File: src/rtl/fifo_param_if.sv
// Push/pop bus of one fifo_param channel: producer/consumer side is master, FIFO is slave.
// Latency: none (wires only).
// Backpressure: producer watches full/almost_full; consumer watches empty/valid_out.
interface fifo_param_if #(
    parameter int DATA_WIDTH = 10,
    parameter int ADDR_WIDTH = 3
);
    logic [DATA_WIDTH-1:0] fifo_Data_in;
    logic                  push;
    logic                  pop;
    logic [DATA_WIDTH-1:0] fifo_Data_out;
    logic                  valid_out;
    logic                  full;
    logic                  empty;
    logic                  almost_full;
    logic                  almost_empty;
    logic [ADDR_WIDTH:0]   count;
    logic                  overflow;
    logic                  underflow;

    modport master (
        output fifo_Data_in, push, pop,
        input  fifo_Data_out, valid_out, full, empty, almost_full, almost_empty,
               count, overflow, underflow
    );

    modport slave (
        input  fifo_Data_in, push, pop,
        output fifo_Data_out, valid_out, full, empty, almost_full, almost_empty,
               count, overflow, underflow
    );
endinterface

File: src/rtl/fifo_param.sv
// Parametrised synchronous FIFO with occupancy count, programmable almost flags, sticky errors.
// Latency: a pushed word is poppable next edge; pop data is registered (1 cycle).
// Backpressure: push on full is dropped (overflow) unless a pop frees a slot in the same cycle.
module fifo_param #(
    parameter int DATA_WIDTH = 10,
    parameter int ADDR_WIDTH = 3,
    parameter int AF_THRESH  = 6,
    parameter int AE_THRESH  = 2
) (
    input  logic         clk,
    input  logic         reset_L,
    fifo_param_if.slave  bus
);
    localparam int DEPTH = 1 << ADDR_WIDTH;

    localparam logic [ADDR_WIDTH:0]   DEPTH_C = (ADDR_WIDTH+1)'(DEPTH);
    localparam logic [ADDR_WIDTH:0]   AF_C    = (ADDR_WIDTH+1)'(AF_THRESH);
    localparam logic [ADDR_WIDTH:0]   AE_C    = (ADDR_WIDTH+1)'(AE_THRESH);
    localparam logic [ADDR_WIDTH:0]   CNT_ONE = (ADDR_WIDTH+1)'(1);
    localparam logic [ADDR_WIDTH-1:0] PTR_ONE = ADDR_WIDTH'(1);

    logic [DATA_WIDTH-1:0] mem [DEPTH];
    logic [ADDR_WIDTH-1:0] wr_ptr;
    logic [ADDR_WIDTH-1:0] rd_ptr;
    logic [ADDR_WIDTH:0]   count;
    logic [DATA_WIDTH-1:0] data_out;
    logic                  valid_out;
    logic                  overflow;
    logic                  underflow;

    logic is_full;
    logic is_empty;
    logic pop_ok;
    logic push_ok;

    // Flags come straight from the registered count, so they never disagree with it.
    assign is_full  = (count == DEPTH_C);
    assign is_empty = (count == '0);

    // A pop needs data; a push needs room, which a same-cycle pop provides even when full.
    // On empty, push+pop accepts only the push: there is no write-to-read bypass.
    assign pop_ok  = bus.pop && !is_empty;
    assign push_ok = bus.push && (!is_full || pop_ok);

    // Storage is not reset; stale contents are never visible because count gates reads.
    always_ff @(posedge clk) begin
        if (push_ok) begin
            mem[wr_ptr] <= bus.fifo_Data_in;
        end
    end

    // Pointers, occupancy, read register and sticky error flags.
    always_ff @(posedge clk or negedge reset_L) begin
        if (!reset_L) begin
            wr_ptr    <= '0;
            rd_ptr    <= '0;
            count     <= '0;
            data_out  <= '0;
            valid_out <= 1'b0;
            overflow  <= 1'b0;
            underflow <= 1'b0;
        end else begin
            if (push_ok) begin
                wr_ptr <= wr_ptr + PTR_ONE;
            end
            if (pop_ok) begin
                data_out <= mem[rd_ptr];
                rd_ptr   <= rd_ptr + PTR_ONE;
            end
            valid_out <= pop_ok;
            if (push_ok && !pop_ok) begin
                count <= count + CNT_ONE;
            end else if (pop_ok && !push_ok) begin
                count <= count - CNT_ONE;
            end
            if (bus.push && !push_ok) begin
                overflow <= 1'b1;
            end
            if (bus.pop && !pop_ok) begin
                underflow <= 1'b1;
            end
        end
    end

    assign bus.fifo_Data_out = data_out;
    assign bus.valid_out     = valid_out;
    assign bus.count         = count;
    assign bus.full          = is_full;
    assign bus.empty         = is_empty;
    assign bus.almost_full   = (count >= AF_C);
    assign bus.almost_empty  = (count <= AE_C);
    assign bus.overflow      = overflow;
    assign bus.underflow     = underflow;
endmodule

File: src/flat_wrapper.sv
// flat-port wrapper written by rule: the top's interface ports become plain ports
module fifo_param_flat 
#(
    parameter int DATA_WIDTH = 10,
    parameter int ADDR_WIDTH = 3,
    parameter int AF_THRESH  = 6,
    parameter int AE_THRESH  = 2
)
  (clk, reset_L, bus_fifo_Data_in, bus_push, bus_pop, bus_fifo_Data_out, bus_valid_out, bus_full, bus_empty, bus_almost_full, bus_almost_empty, bus_count, bus_overflow, bus_underflow);
  fifo_param_if #(.DATA_WIDTH(DATA_WIDTH), .ADDR_WIDTH(ADDR_WIDTH)) bus_i ();
  input  logic clk;
  input  logic reset_L;
  input wire logic [$bits(bus_i.fifo_Data_in)-1:0] bus_fifo_Data_in;
  input wire logic [$bits(bus_i.push)-1:0] bus_push;
  input wire logic [$bits(bus_i.pop)-1:0] bus_pop;
  output wire logic [$bits(bus_i.fifo_Data_out)-1:0] bus_fifo_Data_out;
  output wire logic [$bits(bus_i.valid_out)-1:0] bus_valid_out;
  output wire logic [$bits(bus_i.full)-1:0] bus_full;
  output wire logic [$bits(bus_i.empty)-1:0] bus_empty;
  output wire logic [$bits(bus_i.almost_full)-1:0] bus_almost_full;
  output wire logic [$bits(bus_i.almost_empty)-1:0] bus_almost_empty;
  output wire logic [$bits(bus_i.count)-1:0] bus_count;
  output wire logic [$bits(bus_i.overflow)-1:0] bus_overflow;
  output wire logic [$bits(bus_i.underflow)-1:0] bus_underflow;
  assign bus_i.fifo_Data_in = bus_fifo_Data_in;
  assign bus_i.push = bus_push;
  assign bus_i.pop = bus_pop;
  assign bus_fifo_Data_out = bus_i.fifo_Data_out;
  assign bus_valid_out = bus_i.valid_out;
  assign bus_full = bus_i.full;
  assign bus_empty = bus_i.empty;
  assign bus_almost_full = bus_i.almost_full;
  assign bus_almost_empty = bus_i.almost_empty;
  assign bus_count = bus_i.count;
  assign bus_overflow = bus_i.overflow;
  assign bus_underflow = bus_i.underflow;
  fifo_param #(.DATA_WIDTH(DATA_WIDTH), .ADDR_WIDTH(ADDR_WIDTH), .AF_THRESH(AF_THRESH), .AE_THRESH(AE_THRESH)) u_core (.clk(clk), .reset_L(reset_L), .bus(bus_i));
endmodule
File: config.mk
export PLATFORM = sky130hd
export DESIGN_NAME = fifo_param_flat
export DESIGN_NICKNAME = d
export VERILOG_FILES = /design/src/rtl/fifo_param_if.sv /design/src/rtl/fifo_param.sv /design/src/flat_wrapper.sv
export SDC_FILE = /design/constraint.sdc
export NUM_CORES = 1
export LEC_CHECK = 0
export ABC_AREA = 1
export CAP_MARGIN = 20
export CORE_AREA = 4 4 129 131
export DETAILED_ROUTE_END_ITERATION = 10
export DIE_AREA = 0 0 133 135
export PLACE_DENSITY = 0.47
export SETUP_SLACK_MARGIN = 0.05
export SLEW_MARGIN = 40
export SYNTH_ARGS = -nofsm -noshare
export SYNTH_HDL_FRONTEND = slang
export SYNTH_SLANG_ARGS = --single-unit
File: constraint.sdc
create_clock -name clk -period 2.6 [get_ports clk]
set_clock_uncertainty 0.1 [all_clocks]
set_input_delay 0.78 -clock clk [delete_from_list [all_inputs] [get_ports clk]]
set_output_delay 0.78 -clock clk [all_outputs]
set_load 0.03 [all_outputs]
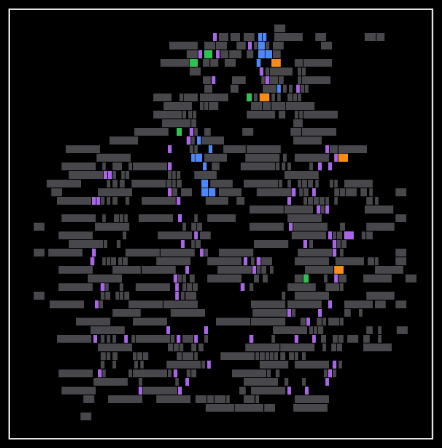
Run 1: gate families picked out
Key: orange = xor and xnor cells [cells 4]; purple = inv cells [cells 74]; blue = nor cells [cells 15]; green = aoi and oai cells [cells 5, where north]

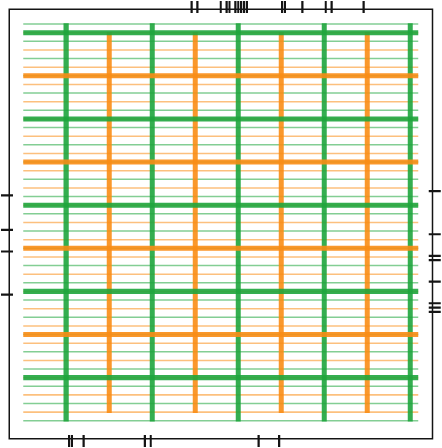
Run 1: supply network
Pins as bars on the die edge.
Key: orange = VDD; green = VSS
35 signal pins sit on the boundary. 47 met1 rails follow the rows.

==> impl_metrics.json, run 1 <==
{
  "ant_nets": 0,
  "layout_top_cells": "nand2_1 (139), edfxtp_1 (80), inv_1 (71), nand3_1 (54), clkdlybuf4s50_1 (30)",
  "status": "finished, final reports clean",
  "post-place-cells": 697,
  "biggestCellCategory": "flip-flops and latches",
  "critPathBufInv": 2,
  "synth.logic.top_family": "simple AND/OR/NAND/NOR gates",
  "synth.area.top_cells": "edfxtp_1 (52%), dfrtp_1 (13%), nand2_1 (11%)",
  "start_kind": "register",
  "top_cell": "nand2_1",
  "ys_cells": 442,
  "cp.arrival_ns": 1.60,
  "nWellTaps": 216,
  "postCtsHoldBufs": 0,
  "yosysTopAreaCell": "edfxtp_1",
  "path_clk_slew_ns": 0.07,
  "yosys_warnings": 0,
  "drive_above_1_share": 0.141,
  "die_h_um": 135,
  "finalCriticalPeriod_ns": 2.48,
  "fp_util": 0.294,
  "ys_seq_share": 0.650,
  "grt_overflow": 0,
  "ys_sh_simple": 0.233,
  "row_count": 46,
  "grt_antenna_before_repair": 0,
  "nets": 512,
  "dr.pass1.iters": 4,
  "antenna_cells": 0,
  "layout.cells.non_filler": 713,
  "synth_area_um2": 4580,
  "grt_pass1_vias": 2800,
  "cts_tree": "built",
  "seq_share": 0.528,
  "slowest_stage": "clkdlybuf4s50_1",
  "final-seq-area_um2": 2980,
  "fin_crit_sh": 0.954,
  "routed_wl_mm": 9.96,
  "compound_area_frac": 0.00655,
  "slew_headroom": 0.522,
  "grt_max_degree": 42,
  "via_count": 2938,
  "nNonClkInverters": 74,
  "clk_share": 0.0535,
  "hold_class": "register to register",
  "stdcell_area_um2": 5640,
  "ioPinCount": 35,
  "synthDominantCellAreaShare": 0.524,
  "p_leak_nw": 2.44,
  "grt_pass1_wl_mm": 15.8,
  "finalSetupViolCount": 0
}
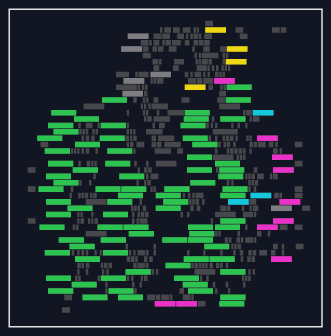
Run 1: register map, names as in the netlist
Key: yellow = u_core.bus.count [sequential cells 4]; green = u_core.mem [sequential cells 80]; cyan = u_core.rd_ptr [sequential cells 3]; magenta = u_core.bus.fifo_Data_out [sequential cells 10]

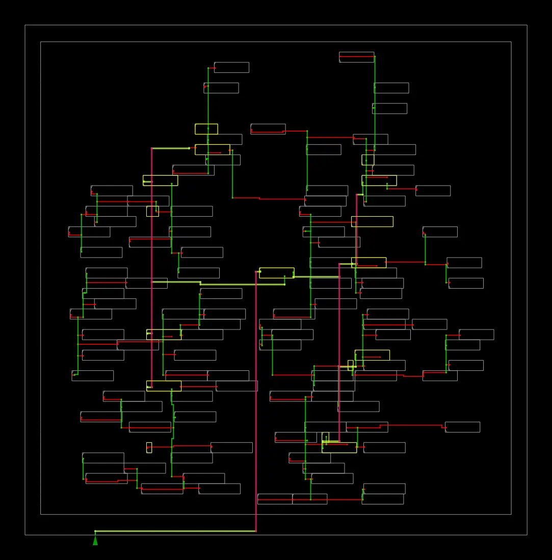
Run 1: the clock network
clk_lat worst skew: 0.34 ns
CLK BUF: 10
clk pwr: 1.35 mW

==> run 1: flip-flops by register name, indices dropped and copies added (netlist names) <==
register and count:
u_core.mem 80, u_core.bus.fifo_Data_out 10, u_core.bus.count 4, u_core.rd_ptr 3, u_core.wr_ptr 3, u_core.bus.overflow 1
u_core.bus.underflow 1, u_core.bus.valid_out 1
==> run 1: per-stage QoR <==
step                worst slack, ns  hold WS, ns
finish                        0.120        0.375
global route                 0.0510        0.406
CTS                          0.0956        0.378
detailed placement           -0.178        0.363
global placement             -0.161        0.365
floorplan                    0.0693        0.382
==> run 1: per-layer routing <==
metal / share of wire / up-vias / GRT usage
li1: - / 1508 / -
met1: 0.47 / 1378 / 0.158
met2: 0.48 / 39 / 0.188
met3: 0.031 / 13 / 0.0205
met4: 0.020 / 0 / 0.0502
met5: 0 / - / 0
==> run 1: worst paths after layout <==
| kind | start | endpoint | slack, ns | depth (start not counted) |
|---|---|---|---|---|
| max reg2reg | u_core.bus.count[3] | u_core.bus.count[3] | 0.45 | 14 |
| min in group asynchronous | reset_L | u_core.bus.count[0] | 0.70 | 2 |
| max | u_core.bus.count[1] | bus_count[1] | 0.12 | 2 |
| min | u_core.bus.overflow | u_core.bus.overflow | 0.37 | 1 |
| min reg2reg | u_core.bus.overflow | u_core.bus.overflow | 0.37 | 1 |
| max in group asynchronous | reset_L | u_core.bus.fifo_Data_out[4] | 1.44 | 2 |
==> run 1: where the power goes <==
part / switching [mW] / internal, mW
Clock: 0.596 / 0.753
Sequential: 0.192 / 2.12
Combinational: 1.62 / 0.940
Total: 2.41 / 3.82
==> run 1: repair_timing <==
action,in CTS,in global routing
resized,4,1
hold endpoints to repair,0,0
endpoints found under the setup margin,4,1
==> run 2, diff against run 1 <==
Settings changed: CORE_AREA 4 4 129 131 to 4 4 94 96, DIE_AREA 0 0 133 135 to 0 0 98 100, PLACE_DENSITY 0.47 to 0.79.
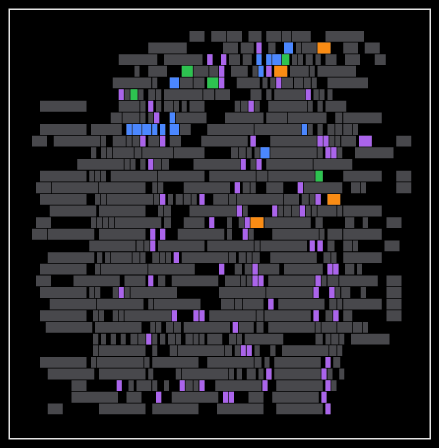
Run 2: gate families picked out
Key: orange = xor and xnor cells [cells 4]; blue = nor cells [cells 15]; purple = inv cells [cells 74]; green = aoi and oai cells [cells 5, where north]

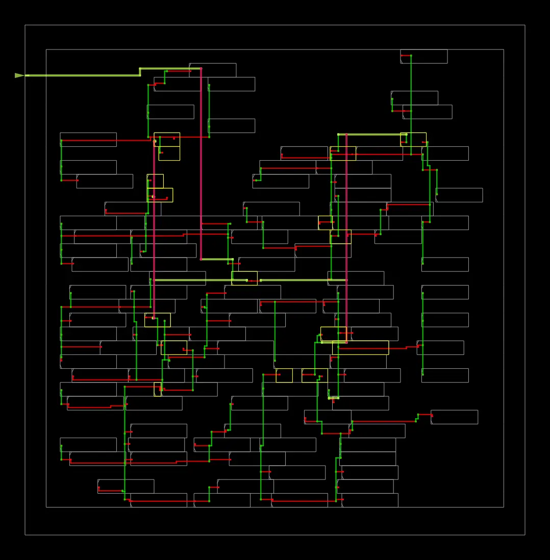
Run 2: the clock network
Inserted Clock Buffers: 9
Seq Cell Count: 103
clk pwr: 1.03 mW
clk_lat worst skew: 0.37 ns

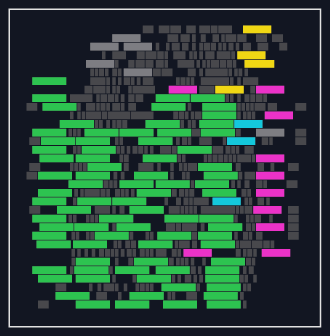
Run 2: register map, names as in the netlist
Seq group: 2.39 mW
FF/Latch Area: 2980 um2

==> impl_metrics.json, run 2 <==
{
  "cts_root_buf": "clkbuf_8",
  "ys_sh_mux": 0,
  "drive_above_1_share": 0.143,
  "nets": 506,
  "internal-power_mw": 3.48,
  "ys_area_um2": 4580,
  "finalCriticalPeriod_ns": 2.49,
  "antenna_cells": 0,
  "grt_pass1_vias": 3113,
  "p_switching_mw": 2.39,
  "crit_cells": 1,
  "p_clk_frac": 0.175,
  "grt_pass1_wl_mm": 15.0,
  "synthTopCellsByCount": "nand2_1 (139), edfxtp_1 (80), inv_1 (71)",
  "rsz0062_at_grt": "yes",
  "cp.arrival_ns": 1.61,
  "synthCells": 442,
  "reg2reg_depth": 5,
  "layout.cells.non_filler": 596,
  "yosysTopAreaCell": "edfxtp_1",
  "path_clk_slew_ns": 0.10,
  "ant_nets": 0,
  "edf_count": 80,
  "ir_drop_mv": 0.481,
  "comb_power_share": 0.417,
  "ys_sh_simple": 0.233,
  "top_register": "u_core.mem",
  "stdcell_area_um2": 5340,
  "place_hpwl_mm": 5.81,
  "dr.pass1.iters": 5,
  "post-place-cells": 580,
  "synth_area_um2": 4580,
  "critPathBufInv": 1,
  "grt_max_degree": 42,
  "placed_area_um2": 5120,
  "start_kind": "register",
  "fp_util": 0.569,
  "cp_cell_sequence": "clkdlybuf4s50_1",
  "r2r-start": "u_core.rd_ptr[1]",
  "finalSetupViolCount": 0,
  "p_leak_nw": 2.36,
  "slew_headroom": 0.415,
  "setup_ws_ns": 0.108,
  "dp_slack_ns": -0.229,
  "maxCapViolCount": 0,
  "layout_top_cells": "nand2_1 (138), edfxtp_1 (80), inv_1 (71), nand3_1 (54), clkdlybuf4s50_1 (29)",
  "synthDominantCellAreaShare": 0.524,
  "layout_top_cell": "nand2_1",
  "grt_antenna_before_repair": 0,
  "rr_endpoint": "u_core.bus.fifo_Data_out[5]",
  "yosys_warnings": 0,
  "regToRegSetupSlack_ns": 0.30,
  "min_to": "u_core.bus.overflow",
  "seqPwrFrac": 0.407,
  "postCtsHoldBufs": 0,
  "critical_path_required_ns": 1.72,
  "fin_crit_sh": 0.959,
  "drc": 0,
  "holdPathStages": 1,
  "ys_seq_share": 0.650,
  "row_count": 33,
  "status": "finished, final reports clean",
  "worstHoldStart": "u_core.bus.overflow",
  "floorplan.nets": 462,
  "synthArstFlopShare": 0.223,
  "compound_area_frac": 0.00655,
  "die_h_um": 100,
  "synth.area.top_cells": "edfxtp_1 (52%), dfrtp_1 (13%), nand2_1 (11%)",
  "routed_wl_mm": 9.05,
  "hold_viol": 0,
  "hold_class": "register to register",
  "ys_cells": 442,
  "top_cell": "nand2_1",
  "utilization": 0.663,
  "power.density_nw_per_um2": 1100,
  "fmax_mhz": 401,
  "grt_overflow": 0,
  "largest_reg_flops": 80,
  "die_w_um": 98,
  "cts_tree": "built",
  "vias_per_cell": 5.24,
  "port_buffers": 34,
  "p_sw_frac": 0.408,
  "place.gp.congestion": 0.835,
  "synth.logic.top_family": "simple AND/OR/NAND/NOR gates",
  "via_count": 3124,
  "slowest_stage": "clkdlybuf4s50_1",
  "ff_type": "edfxtp_1",
  "worst_pin_slew_ns": 0.878,
  "ioPinCount": 35
}
run 2: power by group through the flow:
stage	Sequential [mW]	Combinational, mW	Clock [mW]
finish	2.39	2.45	1.03
global route	2.43	2.70	1.11
CTS	2.38	2.43	1.04
detailed placement	2.42	2.44	0
global placement	2.40	2.35	0
floorplan	2.57	1.49	0
run 2: how the worst max path moves through the flow:
stage | to | slack (ns) | start
final | bus_count[2] | 0.11 | u_core.bus.count[2]
after global placement | u_core.bus.count[3] | -0.15 | bus_pop
after detailed placement | u_core.bus.count[3] | -0.23 | bus_pop
after CTS | bus_count[0] | 0.07 | u_core.bus.count[0]
after global routing | bus_empty | 0.04 | u_core.bus.count[2]
after floorplan | bus_full | 0.07 | u_core.bus.count[3]
run 2: what timing repair did:
action | in CTS | in global routing
pin swaps | 0 | 0
setup endpoints to repair | 4 | 4
gates resized | 5 | 8
buffers inserted | 0 | 0
run 2: metrics by stage:
stage               hold slack (ns)  setup TNS, ns
finish                        0.390              0
global route                  0.412              0
CTS                           0.399              0
detailed placement            0.378         -0.428
global placement              0.367         -0.208
floorplan                     0.382              0
run 2: metal layers:
layer,global-route usage,wire (um),vias to the layer above
met5,0,0,-
met4,0.0809,154,0
met3,0.0361,603,14
met2,0.329,4520,105
met1,0.255,3780,1513
li1,-,-,1492
run 2: layout make-up:
cell class / instances / area [um2] / area share
inverter: 74 / 283 / 0.0530
clock buffer: 10 / 128 / 0.0239
sequential: 103 / 2980 / 0.558
multi-input combinational: 248 / 1230 / 0.231
tap: 105 / 131 / 0.0246
clock inverter: 6 / 77.6 / 0.0145
timing repair buffer: 50 / 505 / 0.0947
Power figures rest on the tool's default switching activity, not on a simulated workload.
